==> src/rtl/key_event_pkg.sv <==
// Shared types and constants for the key_event press classifier.
package key_event_pkg;

  localparam int unsigned TMR_W = 26;

  // Default thresholds at 50 MHz: 1 s long press, 250 ms double-click gap, 100 ms repeat
  localparam logic [TMR_W-1:0] DEF_LONG_CNT = 26'd50_000_000;
  localparam logic [TMR_W-1:0] DEF_DCLK_CNT = 26'd12_500_000;
  localparam logic [TMR_W-1:0] DEF_REP_CNT  = 26'd5_000_000;

  typedef enum logic [2:0] {
    IDLE      = 3'd0,
    PRESS1    = 3'd1,
    LONG_HOLD = 3'd2,
    WAIT2     = 3'd3,
    PRESS2    = 3'd4
  } state_e;

  // Timer value seen in the last cycle of a cnt-cycle interval
  function automatic logic [TMR_W-1:0] term_cnt(input logic [TMR_W-1:0] cnt);
    return cnt - TMR_W'(1);
  endfunction

endpackage

==> src/rtl/key_event_cnt.sv <==
// Saturating 26-bit interval timer with synchronous clear and count enable.
module key_event_cnt
  import key_event_pkg::*;
(
  input  logic             clk,
  input  logic             rst,
  input  logic             clr,
  input  logic             en,
  output logic [TMR_W-1:0] cnt
);

  // Clear wins over enable; the count holds at all-ones instead of wrapping
  always_ff @(posedge clk or posedge rst) begin
    if (rst) begin
      cnt <= '0;
    end else if (clr) begin
      cnt <= '0;
    end else if (en && (cnt != '1)) begin
      cnt <= cnt + TMR_W'(1);
    end
  end

endmodule

==> src/rtl/key_event.sv <==
// Classifies a debounced active-low key into short, long and double click pulses.
// Optional feature: define KEY_EVENT_REPEAT_EN to re-fire long_pulse every REP_CNT
// cycles while a long press is held.
module key_event
  import key_event_pkg::*;
#(
  parameter logic [TMR_W-1:0] LONG_CNT = DEF_LONG_CNT,
  parameter logic [TMR_W-1:0] DCLK_CNT = DEF_DCLK_CNT,
  parameter logic [TMR_W-1:0] REP_CNT  = DEF_REP_CNT
) (
  input  logic clk,
  input  logic rst,
  input  logic key_deb,
  output logic short_pulse,
  output logic long_pulse,
  output logic double_pulse,
  output logic busy
);

`ifdef KEY_EVENT_REPEAT_EN
  localparam bit REP_EN = 1'b1;
`else
  localparam bit REP_EN = 1'b0;
`endif

  localparam logic [TMR_W-1:0] LONG_TC = term_cnt(LONG_CNT);
  localparam logic [TMR_W-1:0] DCLK_TC = term_cnt(DCLK_CNT);
  localparam logic [TMR_W-1:0] REP_TC  = term_cnt(REP_CNT);

  state_e           state;
  logic             key_deb_1d;
  logic             smp_vld;
  logic [TMR_W-1:0] tmr;

  logic press_c;
  logic release_c;
  logic long_hit_c;
  logic dclk_hit_c;
  logic rep_hit_c;
  logic tmr_en_c;
  logic tmr_clr_c;

  // One-cycle key history; smp_vld hides the reset value of key_deb_1d so a key
  // already held at reset release is not mistaken for a fresh press
  always_ff @(posedge clk or posedge rst) begin
    if (rst) begin
      key_deb_1d <= 1'b1;
      smp_vld    <= 1'b0;
    end else begin
      key_deb_1d <= key_deb;
      smp_vld    <= 1'b1;
    end
  end

  assign press_c    = smp_vld & ~key_deb & key_deb_1d;
  assign release_c  = key_deb & ~key_deb_1d;
  assign long_hit_c = (tmr == LONG_TC);
  assign dclk_hit_c = (tmr == DCLK_TC);
  assign rep_hit_c  = REP_EN & (tmr == REP_TC);
  assign tmr_en_c   = (state == PRESS1) || (state == LONG_HOLD) || (state == WAIT2);

  // Timer restarts on every state change and on each auto-repeat
  always_comb begin
    tmr_clr_c = 1'b0;
    case (state)
      IDLE:      tmr_clr_c = press_c;
      PRESS1:    tmr_clr_c = long_hit_c | release_c;
      LONG_HOLD: tmr_clr_c = key_deb | rep_hit_c;
      WAIT2:     tmr_clr_c = dclk_hit_c | press_c;
      PRESS2:    tmr_clr_c = release_c;
      default:   tmr_clr_c = 1'b1;
    endcase
  end

  key_event_cnt u_cnt (
    .clk (clk),
    .rst (rst),
    .clr (tmr_clr_c),
    .en  (tmr_en_c),
    .cnt (tmr)
  );

  // Press classifier with registered one-cycle pulses and busy flag
  always_ff @(posedge clk or posedge rst) begin
    if (rst) begin
      state        <= IDLE;
      short_pulse  <= 1'b0;
      long_pulse   <= 1'b0;
      double_pulse <= 1'b0;
      busy         <= 1'b0;
    end else begin
      short_pulse  <= 1'b0;
      long_pulse   <= 1'b0;
      double_pulse <= 1'b0;
      case (state)
        IDLE: begin
          if (press_c) begin
            state <= PRESS1;
            busy  <= 1'b1;
          end
        end
        PRESS1: begin
          // Threshold checked first so a release on the last cycle still counts as long
          if (long_hit_c) begin
            state      <= LONG_HOLD;
            long_pulse <= 1'b1;
          end else if (release_c) begin
            state <= WAIT2;
          end
        end
        LONG_HOLD: begin
          // Level test also catches a release already consumed by the long decision
          if (key_deb) begin
            state <= IDLE;
            busy  <= 1'b0;
          end else if (rep_hit_c) begin
            long_pulse <= 1'b1;
          end
        end
        WAIT2: begin
          // Gap expiry wins; a press on the expiry cycle is dropped
          if (dclk_hit_c) begin
            state       <= IDLE;
            short_pulse <= 1'b1;
            busy        <= 1'b0;
          end else if (press_c) begin
            state <= PRESS2;
          end
        end
        PRESS2: begin
          if (release_c) begin
            state        <= IDLE;
            double_pulse <= 1'b1;
            busy         <= 1'b0;
          end
        end
        default: begin
          state <= IDLE;
          busy  <= 1'b0;
        end
      endcase
    end
  end

endmodule
==> config.mk <==
export PLATFORM = sky130hd
export DESIGN_NAME = key_event
export DESIGN_NICKNAME = d
export VERILOG_FILES = /design/src/rtl/key_event_pkg.sv /design/src/rtl/key_event_cnt.sv /design/src/rtl/key_event.sv
export SDC_FILE = /design/constraint.sdc
export NUM_CORES = 1
export LEC_CHECK = 0
export CELL_PAD_IN_SITES_DETAIL_PLACEMENT = 0
export CELL_PAD_IN_SITES_GLOBAL_PLACEMENT = 2
export CORE_ASPECT_RATIO = 1.2
export CORE_UTILIZATION = 42
export CTS_CLUSTER_SIZE = 30
export DETAILED_ROUTE_END_ITERATION = 16
export PLACE_DENSITY_LB_ADDON = 0.1
export SLEW_MARGIN = 20
export SYNTH_ARGS = -nofsm -noshare
export SYNTH_HDL_FRONTEND = slang
export SYNTH_SLANG_ARGS = --single-unit
==> constraint.sdc <==
create_clock -name clk -period 5.65 [get_ports clk]
set_input_delay 1.13 -clock clk [delete_from_list [all_inputs] [get_ports clk]]
set_output_delay 1.13 -clock clk [all_outputs]
set_load 0.02 [all_outputs]
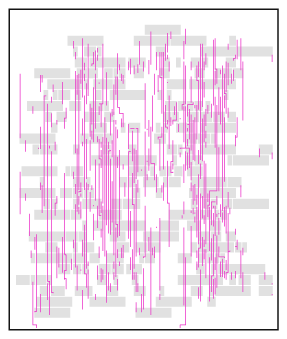
run_1/m2.png
Drawn at 4 px/µm.
The layer carries 2340 µm of wire. The wires run mostly vertical. 196 nets have wire on it. The layer holds 48% of the routed length. The longest straight run is 44.4 µm.

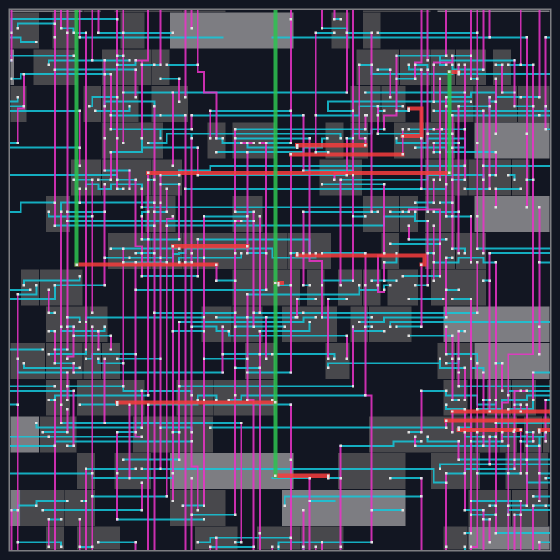
run_1/closeup.png
Region (13, 20) to (53, 60) µm. Cells in gray, sequential cells in the stronger gray; small squares are vias.
Key: M1 = cyan; M2 = magenta; M3 = red; M4 = green
Netlist names of flops here include u_cnt.cnt (5), state (2). 108 logic cells have their middle in the window. Sequential cells in the window: 8. Most frequent: nand2_1 (12), nor2_1 (9), nand4_1 (9).

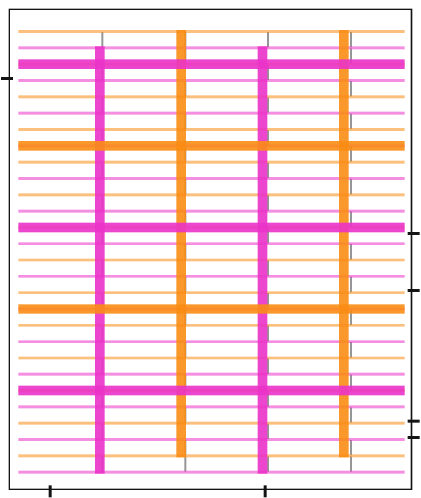
run_1/floorplan.png
Drawn at 6 px/µm. Pins as bars on the die edge. Tap cells in gray.
Key: VSS = magenta; VDD = orange
5 straps on met5. 28 met1 rails follow the rows. 58 tap cells.

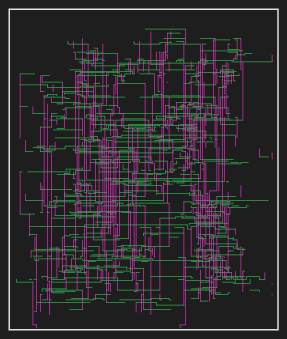
run_1/layers.png
Drawn at 4 px/µm. Only two layers are drawn.
Key: M1 = green [wire length 2300 µm]; M2 = magenta [wire length 2340 µm]
Vias: 1748
drt total wl: 4870 µm

[run 1: placed cells by master, fill, tap and decap left out, types with 2 or more instances in the layout]
cell              n
dfrtp_1          34
nor2_1           21
nand2_1          17
a21oi_1          12
nand3_1          11
nand4_1          11
a211oi_1          9
xnor2_1           9
o31ai_1           7
and4_1            6
clkdlybuf4s50_1   6
o21ai_0           5
inv_1             5
xor2_1            5
nor4_1            5
or4_1             5
clkbuf_8          5
o21ai_1           4
or3_2             4
nor4b_1           3
and3_1            3
or4_4             3
a21oi_2           3
nand4_2           2
and4_2            2
or4_2             2
clkbuf_1          2
[run 1: worst max-delay path: stages]
cell	delay, ns
clkdlybuf4s50_1	0.54
and3b_1	0.23
a21boi_0	0.26
a21o_2	0.24
o211ai_4	0.28
a21oi_1	0.22
==> flow_metrics.env, run 1 <==
# source this file to load flow results
export IMPL_status="finished, final reports clean"
export IMPL_mux_share_pct=0.473
export IMPL_drv_cap=0
export IMPL_ys_ff=35
export IMPL_overflow=0
export IMPL_p_total_mw=0.715
export IMPL_areaGrowthSynthToFinish_pct=7.87
export IMPL_pwr_share_seq_pct=43.3
export IMPL_globalRouteMet2Util_pct=34.8
export IMPL_initialDrtViolationCount=108
export IMPL_utilization_pct=48.3
export IMPL_worstReg2RegStart="u_cnt.cnt[0]$_DFFE_PP0P_"
export IMPL_intPower_mw=0.434
export IMPL_topCombFamilyByArea="simple AND/OR/NAND/NOR gates"
export IMPL_power_density_mw_per_mm2=313
export IMPL_reg2regPathDepth=6
export IMPL_htreeDepth=2
export IMPL_post_route_min_period_ns=2.70
export IMPL_timing_hold_ws_ns=0.567
export IMPL_buf_share_pct=2.96
export IMPL_die_area_mm2=0.00533
export IMPL_rsz0062_at_grt="no"
export IMPL_netlist_area_mm2=0.00212
export IMPL_cts_repair_resized=0
export IMPL_path_max_fanout=26
export IMPL_fillers=457
export IMPL_setup_tns_ns=0
export IMPL_clockPowerShare_pct=24.4
export IMPL_ys_seq_share_pct=41.5
export IMPL_top_regs="u_cnt.cnt (26), state (3)"
export IMPL_drive_gt1_share_pct=14.8
export IMPL_grt_pass1_wl_um=8580
export IMPL_grt_pass1_vias=1772
export IMPL_post_drt_wl_per_cell_um=17.0
export IMPL_warnings=26
export IMPL_clkbuf_count=7
export IMPL_p_seq_mw=0.309
export IMPL_top_power_group="registers"
export IMPL_routabilityCongestion=0.856
export IMPL_hold_depth=1
export IMPL_floorplan_nets=226
export IMPL_numCtsBuffers=5
export IMPL_simple_gate_area_share_pct=31.2
export IMPL_cp_required_ns=5.85
export IMPL_comb_power_mw=0.231
export IMPL_worst_pin_slew_ns=0.905
export IMPL_chipHeight_um=79.8
export IMPL_p_sw_mw=0.281
export IMPL_antenna_cells=0
export IMPL_power_leakage_nw=0.854
export IMPL_cts_hold_fix_buffers=0
export IMPL_flops=35
export IMPL_remaining_drc_errors=0
export IMPL_drtPass1Iterations=4
export IMPL_synthArstFlopShare_pct=100
export IMPL_slew_headroom_pct=39.1
export IMPL_clkCellAreaFrac_pct=3.56
export IMPL_routed_top_layer="met4"
export IMPL_flop_area_um2=877
export IMPL_sh_comb_area_pct=51.0
export IMPL_placeableCoreArea_mm2=0.00473
export IMPL_io_pins=7
export IMPL_r2r_setup_slack_ns=3.28
export IMPL_dp_final_hpwl_um=3510
export IMPL_yosysWarningCount=0
export IMPL_grt_max_degree=36
export IMPL_logic_area_mm2=0.00116
export IMPL_n_all_buffers=7
export IMPL_critPathArrivalTime_ns=2.90
export IMPL_inverters=5
export IMPL_taps=58
export IMPL_synth_most_common_cell="dfrtp_1"
export IMPL_avgSynthCellArea_um2=9.53
export IMPL_met3_length_um=159
export IMPL_rows=27
export IMPL_synthCells=222
export IMPL_fin_area_mm2=0.00228
export IMPL_rr_endpoint="u_cnt.cnt[1]$_DFFE_PP0P_"
export IMPL_ys_cells=222
==> inputs of run 2 (changes only) <==
Settings changed: CORE_UTILIZATION 42 to 35.
Clock period 5.65 ns to 2.2 ns, I/O delays scaled along.
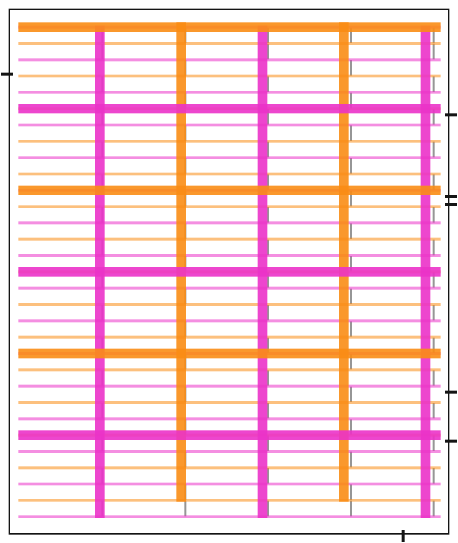
run_2/floorplan.png
Drawn at 6 px/µm. Pins as bars on the die edge. Tap cells in gray.
Key: VSS = magenta; VDD = orange
7 signal pins sit on the boundary. The core has 30 rows. 80 tap cells. 5 straps on met4.
CORE AREA: 0.00574 mm²
Worst VDD drop: 0.339 mV
Die Height: 87.2 µm
Die Wd: 73.0 µm

==> flow_metrics.env, run 2 <==
# source this file to load flow results
export IMPL_numCtsBuffers=5
export IMPL_intPower_mw=1.30
export IMPL_clockPowerShare_pct=24.7
export IMPL_floorplan_nets=226
export IMPL_comb_power_mw=0.770
export IMPL_final_cell_mix="dfrtp_1 (34), nor2_1 (21), buf_4 (20)"
export IMPL_mostFrequentLayoutCell="dfrtp_1"
export IMPL_io_pins=7
export IMPL_rsz0062_at_grt="no"
export IMPL_simple_gate_area_share_pct=31.2
export IMPL_met3_length_um=185
export IMPL_topCombFamilyByArea="simple AND/OR/NAND/NOR gates"
export IMPL_antenna_cells=0
export IMPL_path_delay_family="simple AND/OR/NAND/NOR gates"
export IMPL_reg2regPathDepth=7
export IMPL_remaining_drc_errors=0
export IMPL_post_drt_wl_per_cell_um=16.9
export IMPL_htreeDepth=2
export IMPL_fillers=562
export IMPL_grt_max_degree=36
export IMPL_cp_cell_sequence="ha_1, nand3_2, or4_4, o21ai_4, buf_4, mux2i_1, nor2_2"
export IMPL_p_total_mw=2.05
export IMPL_globalRouteMet2Util_pct=35.0
export IMPL_synthCells=222
export IMPL_r2r_setup_slack_ns=0.14
export IMPL_cts_tree="built"
export IMPL_cts_repair_resized=0
export IMPL_avgSynthCellArea_um2=9.53
export IMPL_final_setup_viol_count=0
export IMPL_dp_final_hpwl_um=4150
export IMPL_worstReg2RegStart="u_cnt.cnt[1]$_DFFE_PP0P_"
export IMPL_setup_tns_ns=0
export IMPL_fin_skew_ns=0.00226
export IMPL_top_power_group="registers"
export IMPL_edf_count=0
export IMPL_synth_most_common_cell="dfrtp_1"
export IMPL_pwr_share_seq_pct=37.8
export IMPL_mux_share_pct=0.473
export IMPL_drive_gt1_share_pct=22.9
export IMPL_routabilityCongestion=0.915
export IMPL_grt_pass1_vias=1929
export IMPL_final_nets=252
export IMPL_rr_endpoint="u_cnt.cnt[1]$_DFFE_PP0P_"
export IMPL_p_sw_mw=0.751
export IMPL_cp_num_cells=7
export IMPL_grt_pass1_wl_um=9580
export IMPL_max_freq_mhz=486
export IMPL_slew_headroom_pct=67.1
export IMPL_overflow=0
export IMPL_ff_type="dfrtp_1"
export IMPL_wl_met2_um=2940
export IMPL_initialDrtViolationCount=90
export IMPL_status="finished, final reports clean"
export IMPL_path_max_fanout=5
export IMPL_vias=1874
export IMPL_critical_path_max_stage_delay_ns=0.58
export IMPL_power_density_mw_per_mm2=824
export IMPL_rows=30
export IMPL_critPathArrivalTime_ns=2.23
export IMPL_worst_path_buf_inv=1
export IMPL_netlist_area_mm2=0.00212
export IMPL_ys_sh_aoi_pct=16.4
export IMPL_ys_cells=222
export IMPL_drtPass1Iterations=4
export IMPL_post_route_min_period_ns=2.06
export IMPL_cts_hold_fix_buffers=0
export IMPL_ys_seq_share_pct=41.5
export IMPL_ys_ff=35
export IMPL_cp_required_ns=2.37
export IMPL_warnings=26
export IMPL_p_seq_mw=0.774
export IMPL_top_usage_layer="met2"
export IMPL_power_leakage_nw=0.967
export IMPL_critPathSlowestCell="or4_4"
export IMPL_yosysWarningCount=0
export IMPL_yosys_area_mm2=0.00212
export IMPL_synthArstFlopShare_pct=100
export IMPL_areaGrowthSynthToFinish_pct=17.7
export IMPL_routed_top_layer="met4"
export IMPL_top_regs="u_cnt.cnt (26), state (3)"
export IMPL_wirelength_um=5580
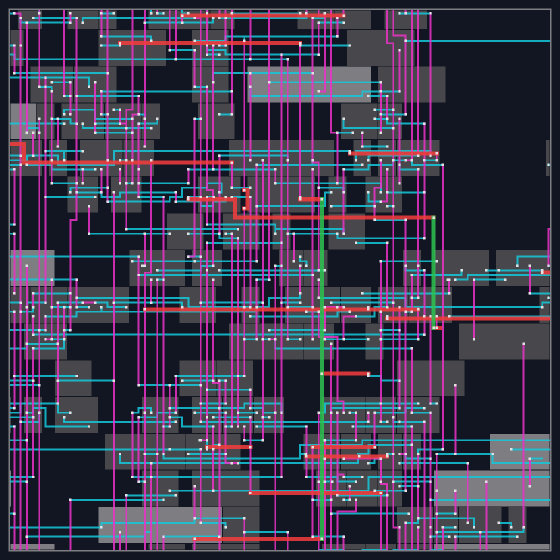
run_2/closeup.png
Region (16, 24) to (56, 64) µm. Cells in gray, sequential cells in the stronger gray; small squares are vias.
Key: M4 = green; M1 = cyan; M2 = magenta; M3 = red
96 logic cells have their middle in the window. Most frequent: buf_4 (12), nand2_1 (10), nand4_1 (7). Netlist names of flops here include u_cnt.cnt (3). Sequential cells in the window: 3.

run 2: area by class of cell:
cell class                 instances  area [µm²]  share of cell area (%)
tap                               80         100                    4.02
multi-input combinational        174        1160                    46.7
timing repair buffer              27         230                    9.25
inverter                           5        18.8                   0.754
clock buffer                       8         100                    4.02
sequential                        35         877                    35.2
run 2: stage by stage:
step / instances / util (%) / hold slack [ns] / setup slack, ns / area, µm²
floorplan: 222 / - / 0.444 / 0.177 / 2120
global placement: 320 / 41.4 / 0.560 / 0.0907 / 2370
detailed placement: 320 / 41.4 / 0.581 / 0.00900 / 2370
CTS: 328 / 43.1 / 0.582 / 0.103 / 2470
global route: 329 / 43.4 / 0.602 / 0.0100 / 2490
finish: 329 / 43.4 / 0.562 / 0.141 / 2490
run_2/layers.png
Drawn at 4 px/µm. Only two layers are drawn.
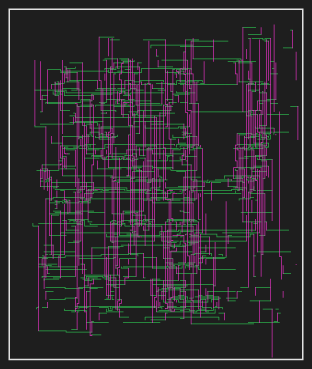

==> inputs of run 3 (changes only) <==
Settings changed: CORE_ASPECT_RATIO 1.2 to unset, CORE_UTILIZATION 35 to 39.
Clock period 2.2 ns to 2.1 ns, I/O delays scaled along.
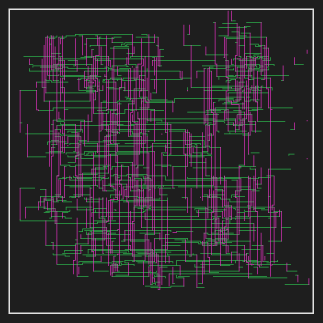
run_3/layers.png
Drawn at 4 px/µm. Only two layers are drawn.
Key: M1 = green [wire length 2580 µm]; M2 = magenta [wire length 2620 µm]

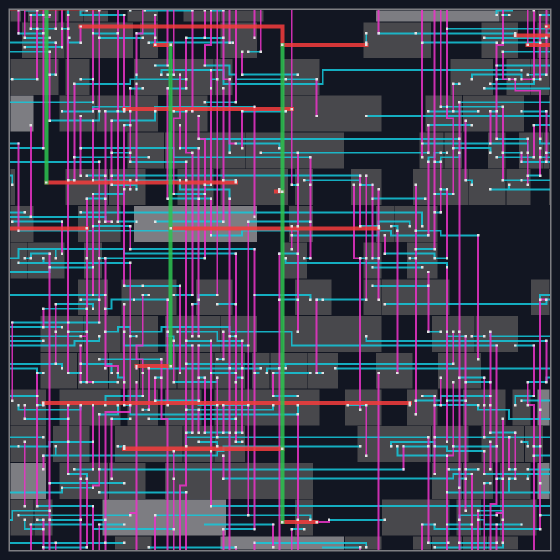
run_3/closeup.png
Region (18, 18) to (58, 58) µm. Cells in gray, sequential cells in the stronger gray; small squares are vias.
Key: M4 = green; M3 = red; M2 = magenta; M1 = cyan
Most frequent: buf_4 (22), nand2_1 (8), nand4_1 (7). 105 logic cells have their middle in the window. Sequential cells in the window: 2. Netlist names of flops here include u_cnt.cnt (2).

==> flow_metrics.env, run 3 <==
# source this file to load flow results
export IMPL_cts_tree="built"
export IMPL_routabilityCongestion=0.880
export IMPL_r2r_setup_slack_ns=0.08
export IMPL_worstReg2RegStart="u_cnt.cnt[0]$_DFFE_PP0P_"
export IMPL_rsz0062_at_grt="no"
export IMPL_grt_pass1_wl_um=9080
export IMPL_fillers=462
export IMPL_inverters=5
export IMPL_clkCellAreaFrac_pct=4.38
export IMPL_power_leakage_nw=1.09
export IMPL_grt_pass1_vias=1898
export IMPL_power_density_mw_per_mm2=923
export IMPL_remaining_drc_errors=0
export IMPL_globalRouteMet2Util_pct=33.8
export IMPL_p_total_mw=2.48
export IMPL_met3_length_um=196
export IMPL_die_area_mm2=0.00572
export IMPL_fin_area_mm2=0.00268
export IMPL_place_inst=327
export IMPL_initialDrtViolationCount=86
export IMPL_wirelength_um=5470
export IMPL_rows=26
export IMPL_rr_endpoint="u_cnt.cnt[19]$_DFFE_PP0P_"
export IMPL_path_delay_family="simple AND/OR/NAND/NOR gates"
export IMPL_max_vdd_ir_drop_mv=0.456
export IMPL_yosys_area_mm2=0.00212
export IMPL_warnings=26
export IMPL_ff_type="dfrtp_1"
export IMPL_edf_count=0
export IMPL_path_max_fanout=6
export IMPL_topCombFamilyByArea="simple AND/OR/NAND/NOR gates"
export IMPL_ys_cells=222
export IMPL_status="finished, final reports clean"
export IMPL_top_regs="u_cnt.cnt (26), state (3)"
export IMPL_cp_cell_sequence="ha_2, nand3_2, buf_4, nor4_1, buf_4, and2_2, or4_1, a21oi_1"
export IMPL_drive_gt1_share_pct=29.5
export IMPL_cts_hold_fix_buffers=0
export IMPL_sh_comb_area_pct=43.7
export IMPL_areaGrowthSynthToFinish_pct=26.8
export IMPL_vias=1937
export IMPL_yosysWarningCount=0
export IMPL_buf_share_pct=15.3
export IMPL_drv_cap=0
export IMPL_synth_most_common_cell="dfrtp_1"
export IMPL_overflow=0
export IMPL_wl_met2_um=2620
export IMPL_floorplan_nets=226
export IMPL_fin_ws_ns=0.0831
export IMPL_critPathArrivalTime_ns=2.23
export IMPL_dp_final_hpwl_um=4080
export IMPL_timing_hold_ws_ns=0.530
export IMPL_fin_cells=338
export IMPL_ys_ff=35
export IMPL_clkbuf_count=6
export IMPL_flops=35
export IMPL_reg2regPathDepth=8
export IMPL_netlist_area_mm2=0.00212
export IMPL_synthCells=222
export IMPL_cp_required_ns=2.31
export IMPL_slew_headroom_pct=67.2
export IMPL_post_drt_wl_per_cell_um=16.2
export IMPL_routed_top_layer="met4"
export IMPL_final_cell_mix="dfrtp_1 (34), buf_4 (34), nor2_1 (21)"
export IMPL_final_setup_viol_count=0
[run 3: cell counts after synthesis]
No cell type changed its count.
[run 3: worst max-delay path by stage]
stage / cells after the start / end / slack (ns)
detailed placement: 7 / u_cnt.cnt[11]$_DFFE_PP0P_ / -0.05
global placement: 7 / u_cnt.cnt[15]$_DFFE_PP0P_ / 0.01
CTS: 7 / u_cnt.cnt[18]$_DFFE_PP0P_ / 0.01
global route: 6 / u_cnt.cnt[18]$_DFFE_PP0P_ / 0.0003
floorplan: 7 / u_cnt.cnt[1]$_DFFE_PP0P_ / 0.08
finish: 8 / u_cnt.cnt[19]$_DFFE_PP0P_ / 0.08
[run 3: power by group]
group	internal (mW)	total (mW)	switching, mW
clock	0.384	0.637	0.253
sequential	0.738	0.808	0.0707
combinational	0.499	1.03	0.531
Power figures rest on the tool's default switching activity, not on a simulated workload.
